### Clock network drawn from the DEF, run 1

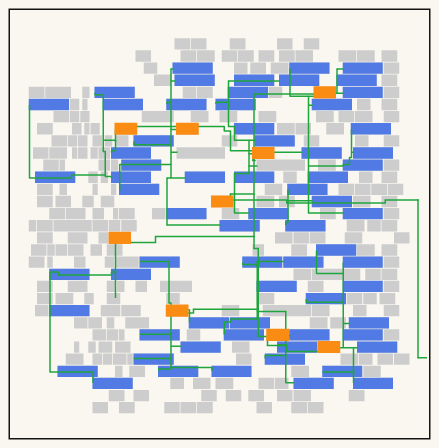
### Pin map, run 1

Pins as bars across the die edge, other pins in grey.
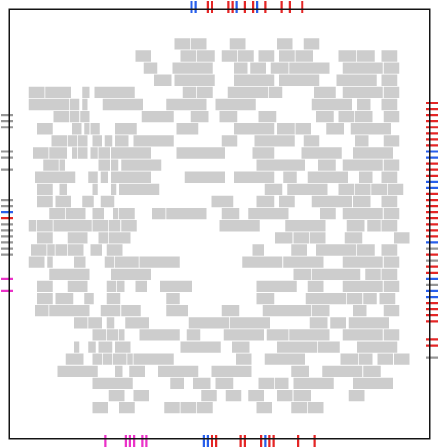
### Cell classes on the final placement, run 1

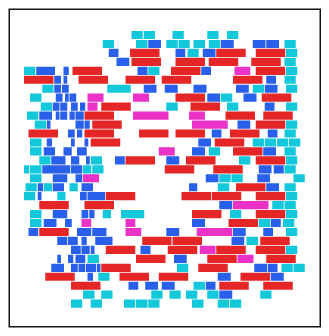
`config.mk`:
```
export PLATFORM = sky130hd
export DESIGN_NAME = ctrl_pipe_chain
export DESIGN_NICKNAME = d
export VERILOG_FILES = /design/src/rtl/ctrl_pipe_chain.sv
export SDC_FILE = /design/constraint.sdc
export NUM_CORES = 1
export LEC_CHECK = 0
export CAP_MARGIN = 5
export CORE_AREA = 4 4 90 92
export CTS_CLUSTER_DIAMETER = 80
export DETAILED_ROUTE_END_ITERATION = 12
export DIE_AREA = 0 0 94 96
export PLACE_DENSITY = 0.7
export SYNTH_ARGS = -nofsm -noshare
export SYNTH_HDL_FRONTEND = slang
export SYNTH_SLANG_ARGS = --single-unit
```
`constraint.sdc`:
```
create_clock -name clk -period 2.1 [get_ports clk]
set_clock_uncertainty 0.1 [all_clocks]
set_input_delay 0.315 -clock clk [delete_from_list [all_inputs] [get_ports clk]]
set_output_delay 0.315 -clock clk [all_outputs]
set_load 0.02 [all_outputs]
```
`src/rtl/ctrl_pipe_chain.sv`:
```
// ctrl_pipe_chain: parametrised control-word pipeline (ID/EX .. MEM/WB).
// Each stage carries a control word and a valid bit. The chain supports a
// global hold, a hazard stall that inserts a bubble, and a branch flush of
// the youngest stages. Two saturating counters record bubbles and kills.
module ctrl_pipe_chain #(
  parameter int                WIDTH       = 16,
  parameter int                STAGES      = 3,
  parameter int                FLUSH_DEPTH = 1,
  parameter logic [WIDTH-1:0]  NOP_VALUE   = '0,
  parameter int                CNT_W       = 8
) (
  input  logic                      clk,
  input  logic                      R,
  input  logic [WIDTH-1:0]          in_ctrl,
  input  logic                      in_valid,
  input  logic                      hold,
  input  logic                      stall,
  input  logic                      flush,
  output logic                      in_ready,
  output logic [STAGES*WIDTH-1:0]   stage_ctrl,
  output logic [STAGES-1:0]         stage_valid,
  output logic [CNT_W-1:0]          bubble_count,
  output logic [CNT_W-1:0]          flush_count
);

  // Reject chain shapes the shifting and kill logic was not built for.
  generate
    if (STAGES < 2 || STAGES > 8) begin : g_badStages
      $error("ctrl_pipe_chain: STAGES must be in 2..8");
    end
    if (FLUSH_DEPTH < 1 || FLUSH_DEPTH > STAGES) begin : g_badFlushDepth
      $error("ctrl_pipe_chain: FLUSH_DEPTH must be in 1..STAGES");
    end
  endgenerate

  // Sum of counter and kill count is computed 4 bits wider so that an
  // overflow past all-ones is visible and can be clamped.
  localparam logic [CNT_W+3:0] CNT_MAX = {4'b0000, {CNT_W{1'b1}}};

  logic [WIDTH-1:0] r_stage [STAGES];
  logic [STAGES-1:0] r_valid;
  logic [CNT_W-1:0]  r_bubbleCnt;
  logic [CNT_W-1:0]  r_flushCnt;

  logic [WIDTH-1:0] w_nextStage [STAGES];
  logic [STAGES-1:0] w_nextValid;
  logic [CNT_W-1:0]  w_nextBubble;
  logic [CNT_W-1:0]  w_nextFlush;
  logic [3:0]        w_killed;
  logic [CNT_W+3:0]  w_flushSum;

  // Upstream may only advance when the ID stage word is actually consumed.
  assign in_ready = ~hold & ~stall & ~R;

  // Next-state selection: hold freezes everything; otherwise shift, then
  // let flush kill the youngest stages or stall replace stage 0 by a bubble.
  always_comb begin
    w_nextStage  = r_stage;
    w_nextValid  = r_valid;
    w_nextBubble = r_bubbleCnt;
    w_nextFlush  = r_flushCnt;
    w_killed     = 4'd0;
    w_flushSum   = '0;
    if (!hold) begin
      for (int i = 1; i < STAGES; i++) begin
        w_nextStage[i] = r_stage[i-1];
        w_nextValid[i] = r_valid[i-1];
      end
      w_nextStage[0] = in_valid ? in_ctrl : NOP_VALUE;
      w_nextValid[0] = in_valid;
      if (flush) begin
        for (int i = 0; i < FLUSH_DEPTH; i++) begin
          w_nextStage[i] = NOP_VALUE;
          w_nextValid[i] = 1'b0;
        end
        w_killed = {3'b000, in_valid};
        for (int i = 0; i < FLUSH_DEPTH - 1; i++) begin
          w_killed = w_killed + {3'b000, r_valid[i]};
        end
        w_flushSum  = {4'b0000, r_flushCnt} + {{CNT_W{1'b0}}, w_killed};
        w_nextFlush = (w_flushSum > CNT_MAX) ? {CNT_W{1'b1}} : w_flushSum[CNT_W-1:0];
      end else if (stall) begin
        w_nextStage[0] = NOP_VALUE;
        w_nextValid[0] = 1'b0;
        if (in_valid && (r_bubbleCnt != {CNT_W{1'b1}})) begin
          w_nextBubble = r_bubbleCnt + {{(CNT_W-1){1'b0}}, 1'b1};
        end
      end
    end
  end

  // Pipeline and counter registers; reset empties the chain immediately.
  always_ff @(posedge clk or posedge R) begin
    if (R) begin
      for (int i = 0; i < STAGES; i++) begin
        r_stage[i] <= NOP_VALUE;
      end
      r_valid     <= '0;
      r_bubbleCnt <= '0;
      r_flushCnt  <= '0;
    end else begin
      r_stage     <= w_nextStage;
      r_valid     <= w_nextValid;
      r_bubbleCnt <= w_nextBubble;
      r_flushCnt  <= w_nextFlush;
    end
  end

  // Flatten the stage words onto the output bus, stage i at slot i.
  always_comb begin
    stage_ctrl = '0;
    for (int i = 0; i < STAGES; i++) begin
      stage_ctrl[i*WIDTH +: WIDTH] = r_stage[i];
    end
  end

  assign stage_valid  = r_valid;
  assign bubble_count = r_bubbleCnt;
  assign flush_count  = r_flushCnt;

endmodule

```
==> Changelog: implementation, run 1 <==
### Physical design

* FF-to-FF Start: bubble_count[0]$_DFFE_PP0P_
* Number of buffers other than clock buffers in the final layout at approximately 96
* Routed WL at 5860 um
* Clock power share at 0.381
* Max-cap violations at 0
* Yosys adder share at 0.0136
* Multiplexer share of the synthesized area at 0.166
* Number of cells in the design after placement at 379
* Standard cell core area at 7210 sq um
* Met3 routed WL at approximately 420 um
* Portion of total power attributed to sequential cells at 0.420
* Result of the run: finished clean
* Log Warnings at 27
* Required time of the critical path at 1680 ps
* Number of nets with antenna violations after routing at 0
* Initial core utilization at 0.382
* Count of sequential standard cells at about 67
* Final-layout fill cell count at roughly 640
* Post-cts sizing count at 0
* Ratio of cells with drive above 1 in the final layout at 0.226
* Number of global-route vias before repair at between 2,000 and 2,500
* Setup slack after placement at 84.4 ps
* Worst reg-to-reg path cell count at 4
* Largest net degree at the start of global routing at around 54
* Die boundary width at around 94 um
* Minimum setup slack among reg-to-reg paths at 520 ps
* Final setup margin at roughly 120 ps
* First-pass GRT wire length at 9730 um
* Multi-input gate share of total cell area at 0.253
* M1 GR Usage at 0.174
* Power in sequential cells at 1.57 mW
* Period minus WS final at 1980 ps
* Setup_tns at 0 ps
* Ys flops at ~67
* Global placement routability congestion at 0.763
* Clock Latency Late Sink at 340 ps
* GR peak layer: met2
* Post-layout instance area at between 4000 and 5000 sq um
* Synthesized chip area reported by yosys at approximately 2800 sq um
* RSZ-0062 raised after global routing: no
* Switching power share of the total at 0.273
* Primary flip-flop cell chosen by synthesis mapping: sky130_fd_sc_hd__dfrtp_1
* Area fraction in and, or, nand and nor cells after synthesis at 0.0955
* Port Buf Inserts at roughly 90
* Most instantiated library cell after synthesis: sky130_fd_sc_hd__dfrtp_1
* Worst voltage drop across the vdd grid at roughly 500 uV
* Dominant non-sequential cell family after synthesis: multiplexers
* Terminus of the critical flop-to-flop path: bubble_count[1]$_DFFE_PP0P_
* Post-synth seq share at 0.609
* Row Count at 31
* Number of flops mapped to enable cells by yosys at 0
* Post-synthesis average cell area at 14.3 sq um
* Transition time of the tightest slew-check pin at 603 ps
* Peak per-stage delay on the critical path at about 630 ps
* Relative slew margins at 0.598
* Flip-flop and latch area at between 1500 and 2000 sq um
* Multi-input gates at roughly 120
* Worst-path fanout max at 3
* Met2 Usage GRT at 0.227
* Critical path endpoint category: output port
* CTS Buf Count at 9
* Crit path from: stall
* TritonCTS clock tree: yes
* Main area contributors: sky130_fd_sc_hd__dfrtp_1, sky130_fd_sc_hd__mux2_2, sky130_fd_sc_hd__a22o_1
* Met2 wire length at approximately 2600 um
* Slowest stage cell on the critical path: sky130_fd_sc_hd__clkdlybuf4s50_1
* Number of flip-flops in the largest register at 48
* Cycle use final at 0.942
* Combinational share of power at 0.199
* Register fraction of the total cell area at 0.412
* Buffers and inverters on the worst path at 2
* Via-per-instance ratio at about 4.9
* Sequence of cells on the critical path: clkdlybuf4s50_1, nor3_1, clkdlybuf4s50_1
* Number of hold-slack violations in the final timing report at 0
* Number of cells in Yosys stat at 192
* DR vias at 1,925
* Count of pins over their slew limit at 0
* Clock root buffer master: sky130_fd_sc_hd__clkbuf_8
* Tap Count at 99
* Fin cells at 395
* Post-Synthesis Cells at 192
* Area share of the leading cell type in the synthesized netlist at 0.609
* Iteration-0 DRC Markers at 35
* Number of warnings printed during yosys synthesis at 0
* Sinks on Clock Net at 67
* Chip area at roughly 9000 sq um
* Area-dominant cell class after layout: sequential cells
* Residual DRC at 0
-- 'Clock network drawn from the DEF' (at the start) --
Green marks clock wires, length 853 um. Orange marks cells driving clock nets, count 9. Blue marks flip-flops, count 67.
There are 10 routed clock nets.

-- 'Pin map' (at the start) --
Blue marks in_ctrl, pins 16, direction input, edge 8 right, 4 top, 3 bottom, 1 left. Red marks stage_ctrl, pins 48, direction output, edge 28 right, 10 top, 9 bottom, 1 left. Magenta marks bubble_count, pins 8, direction output, edge 6 bottom, 2 left.

-- 'Cell classes on the final placement' (at the start) --
Cyan marks other buffers and delay cells, cells 96, share of their area 24%. Blue marks all other logic, cells 117, share of their area 26%. Magenta marks clock drivers and dummy loads, cells 16, share of their area 6.9%. Red marks flip-flops, cells 67, share of their area 43%.

==> run 2: changes to the inputs <==
--- a/config.mk
+++ b/config.mk
@@ -6,11 +6,11 @@
 export NUM_CORES = 1
 export LEC_CHECK = 0
 export CAP_MARGIN = 5
-export CORE_AREA = 4 4 90 92
+export CORE_AREA = 4 4 94 87
 export CTS_CLUSTER_DIAMETER = 80
 export DETAILED_ROUTE_END_ITERATION = 12
-export DIE_AREA = 0 0 94 96
-export PLACE_DENSITY = 0.7
+export DIE_AREA = 0 0 98 91
+export PLACE_DENSITY = 0.69
 export SYNTH_ARGS = -nofsm -noshare
 export SYNTH_HDL_FRONTEND = slang
 export SYNTH_SLANG_ARGS = --single-unit
### Cell classes on the final placement, run 2

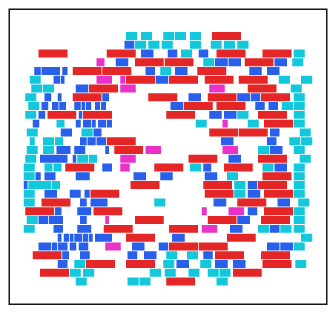
Cyan marks other buffers and delay cells, cells 96, share of their area 25%. Blue marks all other logic, cells 117, share of their area 27%. Magenta marks clock drivers and dummy loads, cells 15, share of their area 4.2%. Red marks flip-flops, cells 67, share of their area 44%.

### Metal layers overlaid, run 2

Two of the layers only.
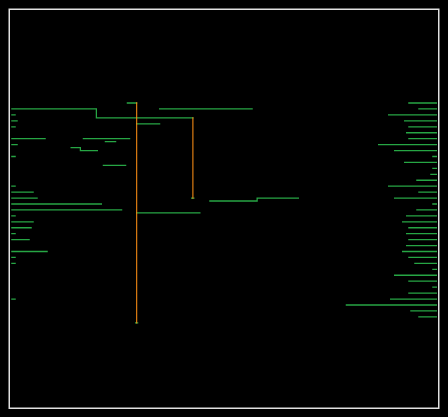
Green marks met3, wire length 464 um. Orange marks met4, wire length 68.7 um.

### Routing congestion map, run 2

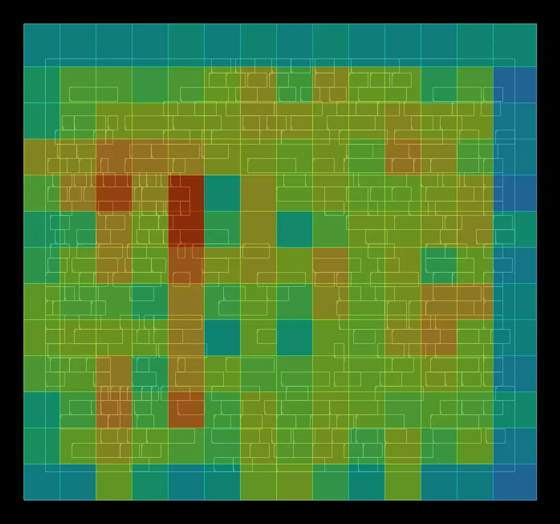
total routing resource utilization after global routing: 0.135
WL/cell: 14.8 um
M1 GR Usage: 0.197
met2 Usage GRT: 0.183
core utilization of the finished layout: 0.556

==> run 2 against run 1 <==
Compared with the run above:
- synthesized cell count unchanged
- maximum frequency up 0.51%
- sequential share of layout area up 1.4 points
- register-to-register slack better by 40 ps
- global-route usage is 0.71 points lower
- critical endpoint unchanged
- largest power group unchanged
- highest routed layer unchanged
==> Changelog: implementation, run 2 <==
### Physical design

* Setup_tns at 0 ps (unchanged)
* Number of buffers other than clock buffers in the final layout at 96 (unchanged)
* Post-layout instance area at 3940 sq um (-3.2%)
* Final-layout fill cell count at 644 (+1.1%)
* Fin cells at 388 (-1.8%)
* Port Buf Inserts at 89 (unchanged)
* Area-dominant cell class after layout: sequential cells
* Relative slew margins at 0.677 (+0.0790)
* Combinational share of power at 0.233 (+0.034)
* Post-Synthesis Cells at 192 (unchanged)
* Area fraction in and, or, nand and nor cells after synthesis at 0.0955 (unchanged)
* Die boundary width at 98 um (+4.3%)
* CTS Buf Count at 9 (unchanged)
* Portion of total power attributed to sequential cells at 0.492 (+0.072)
* Count of sequential standard cells at 67 (unchanged)
* Sinks on Clock Net at 67 (unchanged)
* Initial core utilization at 0.389 (+0.00749)
* Clock root buffer master: sky130_fd_sc_hd__clkbuf_8
* RSZ-0062 raised after global routing: no
* GR peak layer: met1
* Critical path endpoint category: output port
* Number of warnings printed during yosys synthesis at 0 (unchanged)
* Post-cts sizing count at 0 (unchanged)
* Number of global-route vias before repair at 1,924 (-6.0%)
* Worst-path fanout max at 3 (unchanged)
* Result of the run: finished clean
* Met3 routed WL at 464 um (+12%)
* Buffers and inverters on the worst path at 2 (unchanged)
* Post-synthesis average cell area at 14.3 sq um (unchanged)
* Minimum setup slack among reg-to-reg paths at 560 ps (+40 ps)
* Required time of the critical path at 1680 ps (about the same)
* Met2 wire length at 2400 um (-7.6%)
* Switching power share of the total at 0.305 (+0.0320)
* Number of hold-slack violations in the final timing report at 0 (unchanged)
* TritonCTS clock tree: yes
* Max-cap violations at 0 (unchanged)
* Number of cells in the design after placement at 373 (-1.6%)
* Chip area at 8920 sq um (-1.2%)
* Most instantiated library cell after synthesis: sky130_fd_sc_hd__dfrtp_1
* Routed WL at 5730 um (-2.3%)
* Yosys adder share at 0.0136 (unchanged)
* Ys flops at 67 (unchanged)
* First-pass GRT wire length at 9720 um (about the same)
* Largest net degree at the start of global routing at 68 (+26%)
* Cycle use final at 0.937 (-0.00482)
* Residual DRC at 0 (unchanged)
* Number of flip-flops in the largest register at 48 (unchanged)
* Crit path from: stall
* Clock Latency Late Sink at 330 ps (about the same)
* Synthesized chip area reported by yosys at 2750 sq um (unchanged)
* FF-to-FF Start: bubble_count[0]$_DFFE_PP0P_
* Terminus of the critical flop-to-flop path: bubble_count[1]$_DFFE_PP0P_
* Global placement routability congestion at 0.767 (+0.50%)
* Final setup margin at 132 ps (+10.1 ps)
* Slowest stage cell on the critical path: sky130_fd_sc_hd__clkdlybuf4s50_1
Power and IR drop assume default switching activity.
